`src/rtl/sram_ctrl.sv`:
```
// Multi-beat SRAM controller: each DATA_W access becomes BEATS SRAM cycles of WAIT_CYCLES clocks.
// Optional address range check enabled by defining SRAM_RANGE_CHECK_EN.
module sram_ctrl #(
  parameter int DATA_W      = 32,
  parameter int SRAM_DW     = 16,
  parameter int SRAM_AW     = 18,
  parameter int WAIT_CYCLES = 5,
  parameter int BASE_ADDR   = 1024
) (
  input  logic               clk,
  input  logic               rst,
  input  logic               rd_en,
  input  logic               wr_en,
  input  logic [31:0]        address,
  input  logic [DATA_W-1:0]  write_data,
  output logic [DATA_W-1:0]  read_data,
  output logic               ready,
  output logic               err,
  output logic [SRAM_AW-1:0] sram_addr,
  output logic [SRAM_DW-1:0] sram_dq_out,
  output logic               sram_dq_oe,
  input  logic [SRAM_DW-1:0] sram_dq_in,
  output logic               sram_we_n
);

  localparam int BEATS     = DATA_W / SRAM_DW;
  localparam int BEAT_W    = (BEATS > 1) ? $clog2(BEATS) : 1;
  localparam int WAIT_W    = (WAIT_CYCLES > 1) ? $clog2(WAIT_CYCLES) : 1;
  localparam int OFF_SHIFT = $clog2(DATA_W / 8);

  typedef enum logic [1:0] {IDLE, ACCESS, DONE} state_t;

  state_t             state, state_d;
  logic [BEAT_W-1:0]  beat_cnt;
  logic [WAIT_W-1:0]  wait_cnt;
  logic [DATA_W-1:0]  rd_buf, rd_assembled;
  logic               rejected;
  logic               req, reject, beat_end, last_cycle;
  logic [31:0]        offset;
  logic [39:0]        word_beats;

  assign req        = rd_en | wr_en;
  assign offset     = address - 32'(BASE_ADDR);
  assign word_beats = 40'(offset >> OFF_SHIFT) * 40'(BEATS);
  assign beat_end   = (wait_cnt == WAIT_W'(WAIT_CYCLES - 1));
  assign last_cycle = beat_end && (beat_cnt == BEAT_W'(BEATS - 1));

`ifdef SRAM_RANGE_CHECK_EN
  assign reject = (address < 32'(BASE_ADDR)) || (word_beats[39:SRAM_AW] != '0);
`else
  // Upper word bits are dropped on purpose: the SRAM address wraps.
  logic unused_range;
  assign reject       = 1'b0;
  assign unused_range = ^word_beats[39:SRAM_AW];
`endif

  always_ff @(posedge clk or posedge rst) begin
    if (rst) state <= IDLE;
    else     state <= state_d;
  end

  always_comb begin
    // NOTE: every output gets a default first so no path leaves a value unassigned (no latches).
    state_d      = state;
    ready        = 1'b0;
    err          = 1'b0;
    sram_we_n    = 1'b1;
    sram_dq_oe   = 1'b0;
    sram_addr    = '0;
    sram_dq_out  = '0;
    rd_assembled = rd_buf;
    rd_assembled[beat_cnt*SRAM_DW +: SRAM_DW] = sram_dq_in;

    unique case (state)
      IDLE: begin
        ready = !req;
        if (req) state_d = reject ? DONE : ACCESS;
      end
      ACCESS: begin
        sram_addr = SRAM_AW'(word_beats + 40'(beat_cnt));
        if (wr_en) begin
          sram_dq_oe  = 1'b1;
          sram_dq_out = write_data[beat_cnt*SRAM_DW +: SRAM_DW];
          // Strobe rises on the last cycle of each beat to give data hold time.
          sram_we_n   = beat_end;
        end
        if (last_cycle) state_d = DONE;
      end
      DONE: begin
        ready   = 1'b1;
        err     = rejected;
        state_d = IDLE;
      end
      default: state_d = IDLE;
    endcase
  end

  always_ff @(posedge clk or posedge rst) begin
    if (rst) begin
      beat_cnt  <= '0;
      wait_cnt  <= '0;
      rd_buf    <= '0;
      read_data <= '0;
      rejected  <= 1'b0;
    end else begin
      if (state == IDLE) rejected <= req && reject;
      if (state == ACCESS) begin
        if (beat_end) begin
          wait_cnt <= '0;
          beat_cnt <= last_cycle ? '0 : beat_cnt + BEAT_W'(1);
          if (!wr_en) begin
            rd_buf <= rd_assembled;
            // Final beat lands straight in read_data so it is visible during DONE.
            if (last_cycle) read_data <= rd_assembled;
          end
        end else begin
          wait_cnt <= wait_cnt + WAIT_W'(1);
        end
      end else begin
        wait_cnt <= '0;
        beat_cnt <= '0;
      end
    end
  end

endmodule
```
`config.mk`:
```
export PLATFORM = sky130hd
export DESIGN_NAME = sram_ctrl
export DESIGN_NICKNAME = d
export VERILOG_FILES = /design/src/rtl/sram_ctrl.sv
export SDC_FILE = /design/constraint.sdc
export NUM_CORES = 1
export LEC_CHECK = 0
export CAP_MARGIN = 10
export CORE_AREA = 2 2 84 86
export DETAILED_ROUTE_END_ITERATION = 8
export DIE_AREA = 0 0 86 88
export PLACE_DENSITY = 0.83
export SLEW_MARGIN = 20
export SYNTH_ARGS = -nofsm -noshare
export SYNTH_HDL_FRONTEND = slang
export SYNTH_SLANG_ARGS = --single-unit
```
`constraint.sdc`:
```
create_clock -name clk -period 4.2 [get_ports clk]
set_clock_uncertainty 0.1 [all_clocks]
set_input_delay 0.84 -clock clk [delete_from_list [all_inputs] [get_ports clk]]
set_output_delay 0.84 -clock clk [all_outputs]
set_load 0.1 [all_outputs]
```
==> images/io_fan.png <==
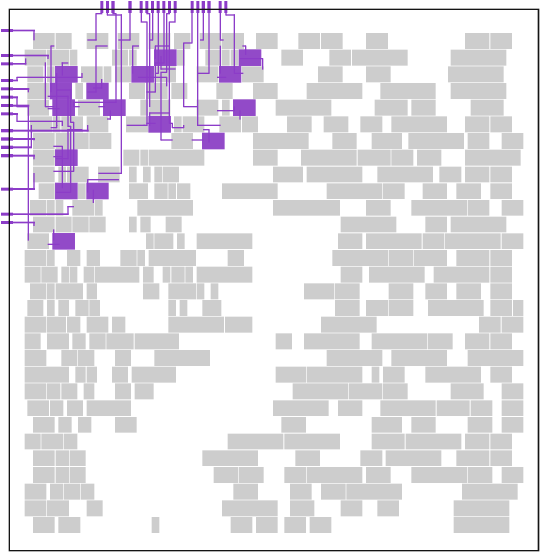
| color | port | direction | end cells | buffers | wire |
|---|---|---|---|---|---|
| purple | write_data | input | 16 | 32 | 547 um |
quantity of I/O buffers inserted on ports: 137
boundary pin count: 154

==> images/clocks.png <==
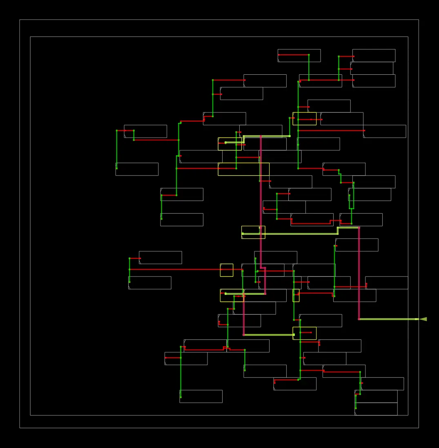
clock buffer instance count of the final layout: 6
clk latency late pin: 0.30 ns

==> run summary <==
Latest figures from synthesis and place and route.

The number of distinct library cell variants in the gate-level netlist after synthesis is 30. The mux cell area share after synthesis is 28.20%. The capturing element type of the critical path is a primary output. Per the CTS log, the root buffer master is sky130_fd_sc_hd__clkbuf_8. The sequential fraction of total cell area is 32.73%. The count of placed standard cells in the final layout, fillers left out is 428. The storage element area is 1351 um2. The via count of the first global-routing pass came to 2072. The tightest hold margin is approximately 0.36 ns.

The CTS buffer count is 5. The stage-log warning count is 42. The synthesized netlist devotes 2.820% of its cell area to compound gates. Yosys attributes the largest share of cell area to sky130_fd_sc_hd__dfrtp_1 (52%), sky130_fd_sc_hd__mux2_2 (16%), sky130_fd_sc_hd__mux2i_1 (6.1%), sky130_fd_sc_hd__mux2_4 (5.7%), sky130_fd_sc_hd__nor2_1 (3.9%). The total track usage is 15.36%.

The non-clock inverters instantiated in the layout total 7. The final clock period utilization by the worst path is 90.19%. The worst slack after detailed placement is 0.3935 ns. The remaining design rule violation count is 0.

The initial antenna violation count is 0. Of all flip-flops after synthesis, the portion carrying an async set or reset was 100.0%. According to the cell report, the number of logic gates is 140. The fraction of standard cell area in multi-input logic is about 29%. The first global-routing pass estimated 9266 um of wire. The flow ran to the end, and the final reports show no timing, DRC or antenna violations.

Per the post-synthesis report, the number of cells in the design is between 200 and 250. The final layout net count is approximately 430. The horizontal die dimension is 86 um.

The routability-driven placement congestion ratio is 0.7185. On the worst path, the slowest cell contributes a delay of 0.58 ns. The number of design-rule violations left by the first detailed-router iteration is 39. Setup repair after global routing left no endpoint under its margin.

The biggest fanout along the worst timing path is 7. Summing the sequential cell areas from Yosys gives 51.63% of the chip area. At the pin with the least slew margin, the transition time is 1.004 ns.

In the final report, the number of endpoints failing setup comes to 0. Post-CTS timing repair inserted 0 buffers for setup. Among the stages of the critical path, the cell type that occurs most often is sky130_fd_sc_hd__or4_1. The required arrival time at the worst endpoint is 3.26 ns.

Detailed placement ended at an HPWL of 4459 um. The number of hold buffers added after CTS was 0. Warnings reported by Yosys during synthesis add up to 0. The biggest slice of the area belongs to buffers.
==> images/wires.png <==
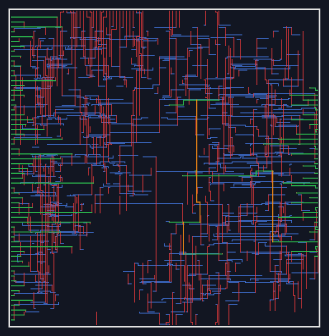
| color | layer | wire length |
|---|---|---|
| green | metal 3 | 546 um |
| red | metal 2 | 2810 um |
| blue | metal 1 | 2400 um |
| orange | metal 4 | 63.5 um |
Detailed Route WL: 5824 um
overall via count from detail_route: 2094
wire per inst: 13.61 um

synth_stat cells (2+ instances only):
| library cell | number |
|---|---|
| sky130_fd_sc_hd__buf_2 | 2 |
| sky130_fd_sc_hd__o21ai_0 | 2 |
| sky130_fd_sc_hd__nand2_1 | 4 |
| sky130_fd_sc_hd__nor3_1 | 2 |
| sky130_fd_sc_hd__inv_1 | 6 |
| sky130_fd_sc_hd__nand2b_1 | 4 |
| sky130_fd_sc_hd__clkbuf_1 | 3 |
| sky130_fd_sc_hd__or4_1 | 4 |
| sky130_fd_sc_hd__or3_1 | 4 |
| sky130_fd_sc_hd__and2_1 | 8 |
| sky130_fd_sc_hd__o31ai_1 | 3 |
| sky130_fd_sc_hd__mux2i_1 | 16 |
| sky130_fd_sc_hd__xnor2_1 | 3 |
| sky130_fd_sc_hd__nor2_1 | 27 |
| sky130_fd_sc_hd__dfrtp_1 | 54 |
| sky130_fd_sc_hd__mux2_4 | 10 |
| sky130_fd_sc_hd__ha_1 | 3 |
| sky130_fd_sc_hd__buf_4 | 5 |
| sky130_fd_sc_hd__mux2_2 | 38 |
| sky130_fd_sc_hd__a21oi_1 | 5 |
metal layers:
metal | share of wire [%] | global-route usage [%] | routed length (um) | vias up
met4 | 1.1 | 4.329 | 63 | 0
li1 | - | - | - | 998
met2 | 48 | 27.13 | 2812 | 102
met3 | 9.4 | 5.090 | 546 | 7
met5 | 0 | 0 | 0 | -
met1 | 41 | 17.88 | 2402 | 987
worst paths after layout:
| kind | endpoint | slack, ns |
|---|---|---|
| max | sram_addr[17] | 0.41 |
| min | wait_cnt[0] | 0.36 |
| max reg2reg | rd_buf[1] | 1.71 |
| min reg2reg | wait_cnt[0] | 0.36 |
| max in group asynchronous | wait_cnt[2] | 2.56 |
| min in group asynchronous | rd_buf[12] | 0.92 |
